## src/rtl/led_pwm_fader.sv

```systemverilog
// Per-channel LED fader: synchronized on/off requests ramp a saturating
// brightness level that is rendered as PWM with selectable output polarity.
module led_pwm_fader #(
  parameter int CHANNELS       = 3,
  parameter int PWM_BITS       = 8,
  parameter int STEP_DIV       = 4096,
  parameter bit ACTIVE_LOW_OUT = 1'b1
) (
  input  logic                         clk,
  input  logic                         reset_n,
  input  logic [CHANNELS-1:0]          led_in,
  input  logic                         enable,
  output logic [CHANNELS-1:0]          led_out,
  output logic [CHANNELS*PWM_BITS-1:0] level,
  output logic                         busy
);

  localparam int S_W = (STEP_DIV > 1) ? $clog2(STEP_DIV) : 1;
  localparam logic [S_W-1:0]      S_LAST  = S_W'(STEP_DIV - 1);
  localparam logic [S_W-1:0]      S_ONE   = S_W'(1);
  localparam logic [PWM_BITS-1:0] MAX     = {PWM_BITS{1'b1}};
  localparam logic [PWM_BITS-1:0] P_LAST  = {{(PWM_BITS-1){1'b1}}, 1'b0};
  localparam logic [PWM_BITS-1:0] LVL_ONE = PWM_BITS'(1);
  localparam logic [CHANNELS-1:0] POL     = {CHANNELS{ACTIVE_LOW_OUT}};

  logic [CHANNELS-1:0] sync1_q;
  logic [CHANNELS-1:0] tgt_q;
  logic [S_W-1:0]      s_q, s_d;
  logic [PWM_BITS-1:0] p_q, p_d;
  logic [CHANNELS-1:0] led_out_q, led_out_d;
  logic [CHANNELS-1:0] on_w;
  logic [CHANNELS-1:0] busy_w;
  logic                step_tick;

  // led_in may come from switches: plain two-flop synchronizer per bit.
  always_ff @(posedge clk or negedge reset_n) begin
    if (!reset_n) begin
      sync1_q <= '0;
      tgt_q   <= '0;
    end else begin
      sync1_q <= led_in;
      tgt_q   <= sync1_q;
    end
  end

  assign step_tick = enable && (s_q == S_LAST);

  always_comb begin
    s_d = s_q + S_ONE;
    if (!enable || (s_q == S_LAST)) begin
      s_d = '0;
    end
  end

  // PWM period is MAX clocks, so a level of MAX is lit on every cycle.
  assign p_d = (p_q == P_LAST) ? '0 : (p_q + LVL_ONE);

  always_ff @(posedge clk or negedge reset_n) begin
    if (!reset_n) begin
      s_q <= '0;
      p_q <= '0;
    end else begin
      s_q <= s_d;
      p_q <= p_d;
    end
  end

  generate
    for (genvar gi = 0; gi < CHANNELS; gi++) begin : g_ch
      logic [PWM_BITS-1:0] lvl_q, lvl_d;

      // Disable wins over a coincident tick; ramps saturate at both ends.
      always_comb begin
        lvl_d = lvl_q;
        if (!enable) begin
          lvl_d = '0;
        end else if (step_tick) begin
          if (tgt_q[gi] && (lvl_q != MAX)) begin
            lvl_d = lvl_q + LVL_ONE;
          end else if (!tgt_q[gi] && (lvl_q != '0)) begin
            lvl_d = lvl_q - LVL_ONE;
          end
        end
      end

      always_ff @(posedge clk or negedge reset_n) begin
        if (!reset_n) begin
          lvl_q <= '0;
        end else begin
          lvl_q <= lvl_d;
        end
      end

      assign on_w[gi]   = (lvl_q > p_q);
      assign busy_w[gi] = tgt_q[gi] ? (lvl_q != MAX) : (lvl_q != '0);
      assign level[gi*PWM_BITS +: PWM_BITS] = lvl_q;
    end
  endgenerate

  assign led_out_d = on_w ^ POL;

  always_ff @(posedge clk or negedge reset_n) begin
    if (!reset_n) begin
      led_out_q <= POL;
    end else begin
      led_out_q <= led_out_d;
    end
  end

  assign led_out = led_out_q;
  assign busy    = |busy_w;

endmodule

```

## config.mk

```make
export PLATFORM = sky130hd
export DESIGN_NAME = led_pwm_fader
export DESIGN_NICKNAME = d
export VERILOG_FILES = /design/src/rtl/led_pwm_fader.sv
export SDC_FILE = /design/constraint.sdc
export NUM_CORES = 1
export LEC_CHECK = 0
export CORE_ASPECT_RATIO = 1.75
export CORE_MARGIN = 5
export CORE_UTILIZATION = 55
export DETAILED_ROUTE_END_ITERATION = 12
export MAX_ROUTING_LAYER = met4
export PLACE_DENSITY = 0.77
export SYNTH_ARGS = -nofsm -noshare
export SYNTH_HDL_FRONTEND = slang
export SYNTH_SLANG_ARGS = --single-unit
```

## constraint.sdc

```tcl
create_clock -name clk -period 7.39 [get_ports clk]
set_input_delay 1.478 -clock clk [delete_from_list [all_inputs] [get_ports clk]]
set_output_delay 1.478 -clock clk [all_outputs]
set_load 0.1 [all_outputs]
```

Zoomed window:
Region (42, 18) to (67, 43) um. Cells in grey, sequential cells in the stronger grey; small squares are vias.
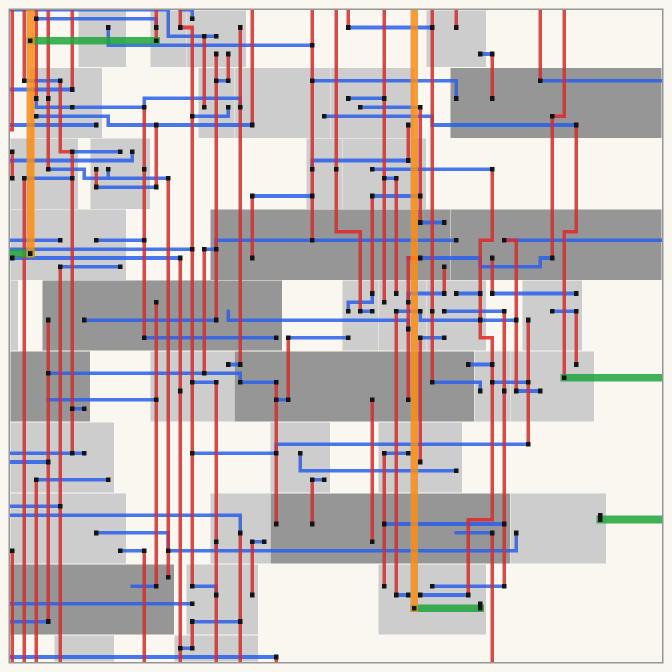
colour	layer
red	metal 2
blue	metal 1
orange	metal 4
green	metal 3
most frequent	dfrtp_1 (7)
sequential cells in the window	7
netlist names of flops here include	s_q (5), g_ch.lvl_q (2)
cells with their middle in the window	35

The metal 4 layer:
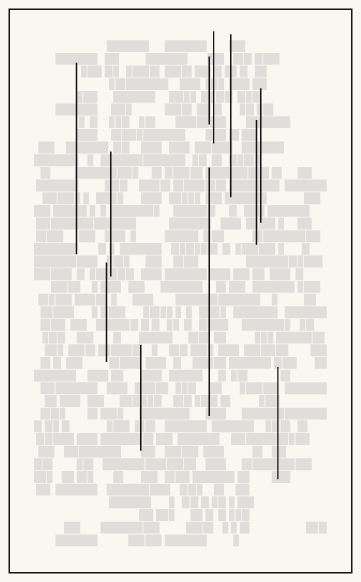
main direction	vertical
wire length on this layer	316 um

Wiring by layer:
Only two layers are drawn.
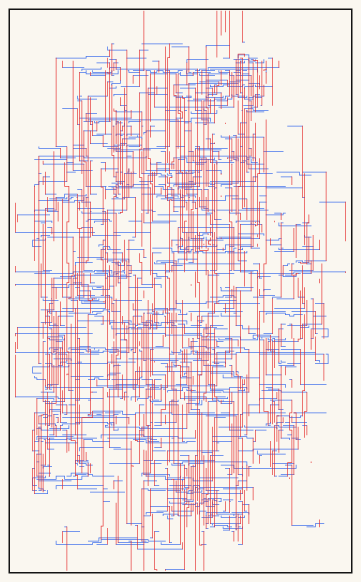
colour	layer	wire length
red	metal 2	4,890 um
blue	metal 1	3,530 um

==> flow_summary.ini <==
; generated from flow reports
[clock_network]
cts_hold_buf = 0
cts.sink_count = 53
h-tree-depth = 2
clk_latency_ps = 290
clockBufferDepth = 2
cts_tree = built
cts_buffers = 5
post_cts_buffers = 0
cts_root_buffer = clkbuf_16

[routing]
postRouteWirelength_mm = 9.02
wl_met3_um = 287
wl_met2_mm = 4.89
via_per_inst = 5.78
dr.pass1.iters = 4
drt-wirelength-per-cell_um = 16.9
antenna_left = 0
highest_layer = met4
drc = 0

[logic_synthesis]
ys_ff = 53
ys_sh_mux_pct = 4.68
fa_ha_area_share_pct = 16.2
async_reset_ff_share_pct = 100
ys_sh_aoi_pct = 14.9
simple_gate_share_pct = 20.5
topCombFamilyByArea = simple AND/OR/NAND/NOR gates
ys_area_um2 = 3850
edf_count = 0
synth.distinct_cells = 42
syn_area_um2 = 3850
ys_sh_xor_pct = 5.69
syn_area_per_cell_um2 = 9.34
fp_nets = 466
synthFlopType = dfrtp_1

[setup_path]
start_kind = flop
crit_fanout = 6
r2r-end = g_ch[0].lvl_q[6]
worst_path_largest_cell_delay_ps = 990
cpLargestDelayFamily = simple AND/OR/NAND/NOR gates
r2r.worst_path.cells = 9
crit_buf_inv = 1
path_class = flop to output pin
startpoint = g_ch[0].lvl_q[5]
crit_cells = 5
timing.rr.start = g_ch[0].lvl_q[4]
arrival_ps = 3220

[cells_and_area]
final_cell_mix = dfrtp_1 (50), ha_1 (45), nor2_1 (34), clkdlybuf4s50_1 (32), nand2_1 (31)
nNetsFinal = 503
lay_top_count = dfrtp_1
fin_cells = 534
synthToLayoutAreaGrowth_pct = 15.7

[global_route]
grt_overflow = 0
grt_usage_pct = 22.2
grt_pass1_wl_mm = 14.9
grt_pass1_vias = 3157
antenna_found_initial = 0
grt_max_degree = 54

[place]
dp.cells = 526
portBuffers = 33
hpwl_mm = 6.83

[pwr]
power_density_nw_per_um2 = 143
p_leak_nw = 2.03

[sta]
clock.fmax_mhz = 213
timing.final.crit_share_pct = 63.5
setup_viol = 0
hold_viol = 0
rsz0062_at_grt = false
clock_skew_ps = 4.23
timing.setup.tns_ps = 0
maxSlewViolCount = 0
tightestPinTransition_ps = 1090

[worst_hold_path]
hold_path.class = flop to flop
min_path_cells = 0
hold_path_end = tgt_q[1]

[die]
initial_core_util_pct = 56.1
die_y_um = 121
die-area_um2 = 8830
core_area_um2 = 6860
rows = 40
pin_count = 34

[outcome]
status = finished, final reports clean

[run]
cap_violations = 0
layout make-up:
class,count,area (um2)
clock buffer,5,125
clock inverter,3,65.1
fill,575,2400
inverter,28,105
multi-input combinational,326,2380
sequential,53,1330
tap,84,105
timing repair buffer,35,340
power breakdown:
| part | switching [mW] | internal, mW |
|---|---|---|
| logic | 0.0256 | 0.0149 |
| clock network | 0.107 | 0.194 |
| registers | 0.00328 | 0.293 |
| total | 0.136 | 0.501 |
metal layers:
metal,track usage (%),up-vias
li1,-,1538
met1,23.3,1466
met2,39.7,61
met3,3.58,24
met4,9.58,0
met5,-,-
Yosys cell counts (5+ instances only):
cell type	count	area share [%]
a21oi_1	25	3.3
and2_1	8	1.3
dfrtp_1	50	33
ha_1	45	15
inv_1	28	2.7
mux2i_1	18	4.7
nand2_1	31	3.0
nand2b_1	5	0.81
nand3_1	11	1.4
nand4_1	11	1.8
nor2_1	34	3.3
nor2b_1	20	3.3
nor3_1	12	1.6
o21a_1	7	1.4
o21ai_0	20	2.6
o22ai_1	6	0.98
or4_1	7	1.4
xnor2_1	16	3.6
xor2_1	9	2.0
per-stage QoR:
step | power [mW] | hold WS, ps | area [um2] | worst slack (ps) | util, %
after detailed placement | 0.343 | 339 | 4260 | 3030 | 62.2
after CTS | 0.644 | 355 | 4450 | 2700 | 64.9
after global routing | 0.660 | 381 | 4450 | 2620 | 64.9
final | 0.638 | 355 | 4450 | 2700 | 64.9
after global placement | 0.342 | 333 | 4260 | 3060 | 62.2
after floorplan | 0.327 | 331 | 3850 | 3290 | -
registers in the layout (all words and copies together), names as in the netlist:
name and count:
g_ch.lvl_q 24, tgt_q 3, sync1_q 3, p_q 8
s_q 12, led_out 3
No activity file was given, so power comes from the tool's default toggle rates.
